**config.mk**
```make
export PLATFORM = sky130hd
export DESIGN_NAME = risc_dmem_arbiter_flat
export DESIGN_NICKNAME = d
export VERILOG_FILES = /design/src/rtl/risc_dmem_arbiter_if.sv /design/src/rtl/risc_dmem_arbiter.sv /design/src/flat_wrapper.sv
export SDC_FILE = /design/constraint.sdc
export NUM_CORES = 1
export LEC_CHECK = 0
export CAP_MARGIN = 20
export CORE_ASPECT_RATIO = 0.5
export CORE_MARGIN = 3
export CORE_UTILIZATION = 40
export CTS_BUF_LIST = sky130_fd_sc_hd__clkbuf_4
export DETAILED_ROUTE_END_ITERATION = 12
export PLACE_DENSITY = 0.82
export SYNTH_ARGS = -nofsm -noshare
export SYNTH_HDL_FRONTEND = slang
export SYNTH_SLANG_ARGS = --single-unit
```
**constraint.sdc**
```tcl
create_clock -name clk -period 2.5 [get_ports clk]
set_input_delay 0.5 -clock clk [delete_from_list [all_inputs] [get_ports clk]]
set_output_delay 0.5 -clock clk [all_outputs]
set_load 0.02 [all_outputs]
```
**src/rtl/risc_dmem_arbiter_if.sv**
```systemverilog
// Host (debug/loader) port of the data-memory arbiter: level request held until a one-cycle ack.
interface risc_dmem_arbiter_if #(
  parameter int unsigned ADDR_W = 4,
  parameter int unsigned DATA_W = 8
);
  logic              host_req;
  logic              host_rdwr;
  logic [ADDR_W-1:0] host_addr;
  logic [DATA_W-1:0] host_wdata;
  logic              host_ack;
  logic [DATA_W-1:0] host_rdata;

  modport master (
    output host_req, host_rdwr, host_addr, host_wdata,
    input  host_ack, host_rdata
  );

  modport slave (
    input  host_req, host_rdwr, host_addr, host_wdata,
    output host_ack, host_rdata
  );
endinterface

```
**src/rtl/risc_dmem_arbiter.sv**
```systemverilog
// Shares the 16x8 data memory between the CPU execute unit (default owner) and a host port.
// Optional statistics counters are built only when RISC_DMEM_ARB_STATS_EN is defined.
module risc_dmem_arbiter #(
  parameter int unsigned ADDR_W        = 4,
  parameter int unsigned DATA_W        = 8,
  parameter int unsigned HOST_MAX_WAIT = 4
) (
  input  logic                 clk,
  input  logic                 rst_n,
  input  logic                 cpu_dmenbl,
  input  logic                 cpu_rdwr,
  input  logic [ADDR_W-1:0]    cpu_addr,
  input  logic [DATA_W-1:0]    cpu_wdata,
  output logic                 cpu_stall,
  risc_dmem_arbiter_if.slave   host,
  output logic                 dmenbl,
  output logic                 rdwr,
  output logic [ADDR_W-1:0]    dmaddr,
  output logic [DATA_W-1:0]    dmdatain,
  input  logic [DATA_W-1:0]    dmdataout,
  output logic [7:0]           stat_host_cnt,
  output logic [7:0]           stat_stall_cnt
);

  localparam int unsigned WAIT_W = 4;
  localparam int unsigned STAT_W = 8;

  typedef enum logic [1:0] {
    S_CPU      = 2'd0,
    S_HOST_ACC = 2'd1,
    S_HOST_RSP = 2'd2
  } state_t;

  state_t              state;
  logic [WAIT_W-1:0]   wait_cnt;
  logic                host_rdwr_q;
  logic [ADDR_W-1:0]   host_addr_q;
  logic [DATA_W-1:0]   host_wdata_q;
  logic                host_ack_q;
  logic [DATA_W-1:0]   host_rdata_q;
  logic                grant;

  // Host wins when the CPU is idle, or once it has waited out its starvation budget.
  assign grant = host.host_req &&
                 (!cpu_dmenbl || (wait_cnt == WAIT_W'(HOST_MAX_WAIT)));

  always_ff @(posedge clk or negedge rst_n) begin
    if (!rst_n) begin
      state        <= S_CPU;
      wait_cnt     <= '0;
      host_rdwr_q  <= 1'b0;
      host_addr_q  <= '0;
      host_wdata_q <= '0;
      host_ack_q   <= 1'b0;
      host_rdata_q <= '0;
    end else begin
      host_ack_q <= 1'b0;
      case (state)
        S_CPU: begin
          if (grant) begin
            host_rdwr_q  <= host.host_rdwr;
            host_addr_q  <= host.host_addr;
            host_wdata_q <= host.host_wdata;
            wait_cnt     <= '0;
            state        <= S_HOST_ACC;
          end else if (host.host_req) begin
            if (wait_cnt != WAIT_W'(HOST_MAX_WAIT)) wait_cnt <= wait_cnt + WAIT_W'(1);
          end else begin
            wait_cnt <= '0;
          end
        end
        S_HOST_ACC: begin
          host_ack_q <= 1'b1;
          state      <= S_HOST_RSP;
        end
        S_HOST_RSP: begin
          // Synchronous memory: read data for the host access is valid this cycle.
          if (host_rdwr_q) host_rdata_q <= dmdataout;
          state <= S_CPU;
        end
        default: state <= S_CPU;
      endcase
    end
  end

  // Memory belongs to the CPU except during the single host access cycle.
  always_comb begin
    dmenbl    = cpu_dmenbl;
    rdwr      = cpu_rdwr;
    dmaddr    = cpu_addr;
    dmdatain  = cpu_wdata;
    cpu_stall = 1'b0;
    if (state == S_HOST_ACC) begin
      dmenbl    = 1'b1;
      rdwr      = host_rdwr_q;
      dmaddr    = host_addr_q;
      dmdatain  = host_wdata_q;
      cpu_stall = cpu_dmenbl;
    end
  end

  assign host.host_ack   = host_ack_q;
  assign host.host_rdata = host_rdata_q;

`ifdef RISC_DMEM_ARB_STATS_EN
  logic [STAT_W-1:0] host_cnt_q;
  logic [STAT_W-1:0] stall_cnt_q;

  // Saturating grant and stall counters, cleared only by reset.
  always_ff @(posedge clk or negedge rst_n) begin
    if (!rst_n) begin
      host_cnt_q  <= '0;
      stall_cnt_q <= '0;
    end else begin
      if ((state == S_CPU) && grant && (host_cnt_q != '1))
        host_cnt_q <= host_cnt_q + STAT_W'(1);
      if (cpu_stall && (stall_cnt_q != '1))
        stall_cnt_q <= stall_cnt_q + STAT_W'(1);
    end
  end

  assign stat_host_cnt  = host_cnt_q;
  assign stat_stall_cnt = stall_cnt_q;
`else
  assign stat_host_cnt  = '0;
  assign stat_stall_cnt = '0;
`endif

endmodule

```
**src/flat_wrapper.sv**
```systemverilog
// flat-port wrapper written by rule: the top's interface ports become plain ports
module risc_dmem_arbiter_flat 
#(
  parameter int unsigned ADDR_W        = 4,
  parameter int unsigned DATA_W        = 8,
  parameter int unsigned HOST_MAX_WAIT = 4
)
  (clk, rst_n, cpu_dmenbl, cpu_rdwr, cpu_addr, cpu_wdata, cpu_stall, dmenbl, rdwr, dmaddr, dmdatain, dmdataout, stat_host_cnt, stat_stall_cnt, host_host_req, host_host_rdwr, host_host_addr, host_host_wdata, host_host_ack, host_host_rdata);
  risc_dmem_arbiter_if #(.ADDR_W(ADDR_W), .DATA_W(DATA_W)) host_i ();
  input  logic clk;
  input  logic rst_n;
  input  logic cpu_dmenbl;
  input  logic cpu_rdwr;
  input  logic [ADDR_W-1:0] cpu_addr;
  input  logic [DATA_W-1:0] cpu_wdata;
  output logic cpu_stall;
  output logic dmenbl;
  output logic rdwr;
  output logic [ADDR_W-1:0] dmaddr;
  output logic [DATA_W-1:0] dmdatain;
  input  logic [DATA_W-1:0] dmdataout;
  output logic [7:0] stat_host_cnt;
  output logic [7:0] stat_stall_cnt;
  input wire logic [$bits(host_i.host_req)-1:0] host_host_req;
  input wire logic [$bits(host_i.host_rdwr)-1:0] host_host_rdwr;
  input wire logic [$bits(host_i.host_addr)-1:0] host_host_addr;
  input wire logic [$bits(host_i.host_wdata)-1:0] host_host_wdata;
  output wire logic [$bits(host_i.host_ack)-1:0] host_host_ack;
  output wire logic [$bits(host_i.host_rdata)-1:0] host_host_rdata;
  assign host_i.host_req = host_host_req;
  assign host_i.host_rdwr = host_host_rdwr;
  assign host_i.host_addr = host_host_addr;
  assign host_i.host_wdata = host_host_wdata;
  assign host_host_ack = host_i.host_ack;
  assign host_host_rdata = host_i.host_rdata;
  risc_dmem_arbiter #(.ADDR_W(ADDR_W), .DATA_W(DATA_W), .HOST_MAX_WAIT(HOST_MAX_WAIT)) u_core (.clk(clk), .rst_n(rst_n), .cpu_dmenbl(cpu_dmenbl), .cpu_rdwr(cpu_rdwr), .cpu_addr(cpu_addr), .cpu_wdata(cpu_wdata), .cpu_stall(cpu_stall), .host(host_i), .dmenbl(dmenbl), .rdwr(rdwr), .dmaddr(dmaddr), .dmdatain(dmdatain), .dmdataout(dmdataout), .stat_host_cnt(stat_host_cnt), .stat_stall_cnt(stat_stall_cnt));
endmodule
```
==> flow_summary.toml <==
# generated from flow reports
[global_routing]
grt_max_degree = 29
antenna_found_initial = 0
met3_usage_pct = 2.94
use_met1_pct = 16.7
grt.met2_usage_pct = 24.0
grt_pass1_wl_um = 4840

[routing]
drcViolationCount = 0
ant_nets = 0
routed_wl_um = 3010
wl_met3_um = 153
routed-via-count = 1033
detail_route.wirelength.met1_um = 1210
firstDrtPassIters = 4

[critical_path]
end_kind = "primary output"
cp-startpoint = "u_core.state[0]"
rr_startpoint = "u_core.wait_cnt[0]"
cp_data_required_time_ns = 2.00
crit_fanout = 16

[power]
maxPowerGroup = "registers"
pwr-share-seq_pct = 45.4
cellPowerDensity_nw_per_um2 = 650
comb_power_mw = 0.577
leakage_nw = 1.00
ir_drop_mv = 0.278

[synthesis]
ys.flops = 28
synth-simple-area-share_pct = 6.99
yosys_most_used_dff = "dfrtp_1"
ys_top_logic_family = "multiplexers"
ys_cells = 113
yosys-top-cells-area = "dfrtp_1 48%, mux2_2 26%, buf_4 8.3%"
xor_share_pct = 0

[placement]
dp.cells = 222
place_congestion = 0.732

[clocking]
htree_levels = 1
cts_buffer_depth = 2
numCtsBuffers = 3

[floorplan]
dieArea_um2 = 4430
coreArea_um2 = 3220
die_h_um = 48.6
fp_util_pct = 45.0

[final_layout]
largestClassByArea = "flip-flops and latches"
diodes = 0
nClkBuffers = 3
fillers = 258
buf_share_pct = 32.3
comb_share_pct = 30.2
nNetsFinal = 219

[flow_run]
warning_count = 27
maxCapViolations = 0

[outcome]
status = "completed"

[sta]
finalSetupTns_ns = 0
## worst max-delay path: stages, from the launching register on
cell and delay (ns):
dfrtp_1 0.40, nor2b_1 0.14, buf_6 0.16, or2_2 0.27
clkdlybuf4s50_1 0.54
## repair_timing
item,4_1_cts,5_1_grt
gates cloned,0,0
setup endpoints to repair,13,12
gates resized,2,12
## sequential cells by signal (all words and copies together) (netlist names)
register,count
u_core.host_addr_q,4
u_core.state,2
u_core.host.host_ack,1
u_core.host_rdwr_q,1
u_core.host_wdata_q,8
u_core.host.host_rdata,8
u_core.wait_cnt,4
## through the flow
step	hold WS, ns	utilization (%)
2_1_floorplan	0.204	-
3_3_place_gp	0.484	64.3
5_1_grt	0.528	66.0
3_5_place_dp	0.491	64.3
4_1_cts	0.524	65.1
6_report	0.519	66.0
Fig. 1: sizing map
Scale bar: 20 µm.
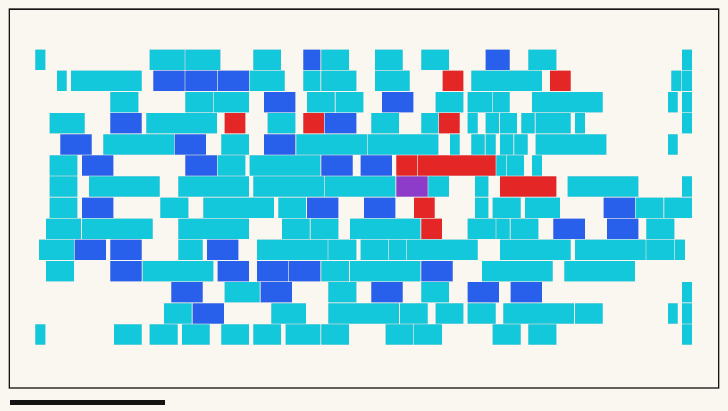
color	size	cells	most used
cyan	_0 and _1 cells	130	clkdlybuf4s50_1
blue	_2 cells	36	mux2_2
red	_3 and _4 cells	10	buf_4
purple	_6 and larger	1	buf_6
design area: 2130 µm²
Buffers, non-clock: 67
P&R area growth vs syn: 46.8%
Final WS setup: 0.168 ns

Fig. 2: wiring heat map
Scale bar: 20 µm. The die is cut into 18 by 10 equal tiles; dark purple is low, yellow is high, scaled to the fullest tile. Values are wire area over tile area, all layers added.
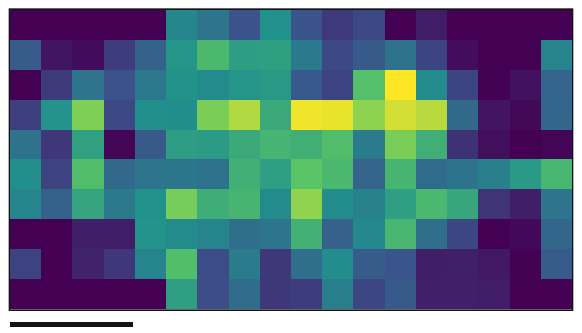
mean over tiles	0.11
densest ninth of the die	middle
tiles over half the peak	28%
fullest tile	0.31

Fig. 3: sequential cells colored by netlist name
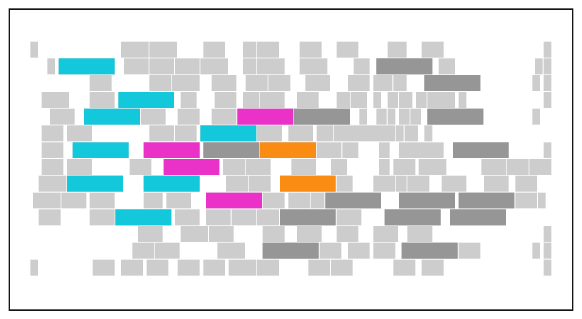
color	signal	sequential cells
cyan	`u_core.host_wdata_q`	8
magenta	`u_core.host_addr_q`	4
orange	`u_core.state`	2
not colored	14
Storage cell area: 701 µm²
sequential power: 0.628 mW
Final Util: 66.0%

Fig. 4: routed clock nets over the placement
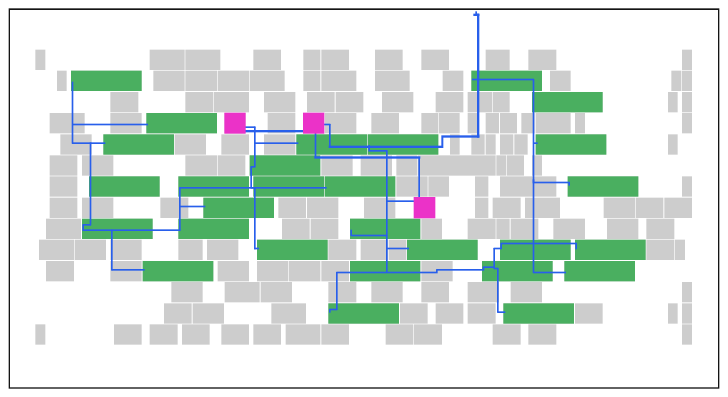
[green] flip-flops | count: 28
[magenta] clock drivers | count: 3
[blue] clock wires | length: 309 µm
routed clock nets	4
Clock net power: 0.178 mW
Clk Latency, worst-skew pair: 0.32 ns
Setup Skew: 0.0104 ns
clock share of power: 12.9%

Fig. 5: placed standard cells
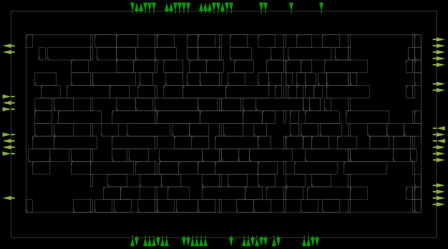
# rows: 14
Tap Count: 48
Flops: 28

Power is estimated from default activity; no workload was simulated.
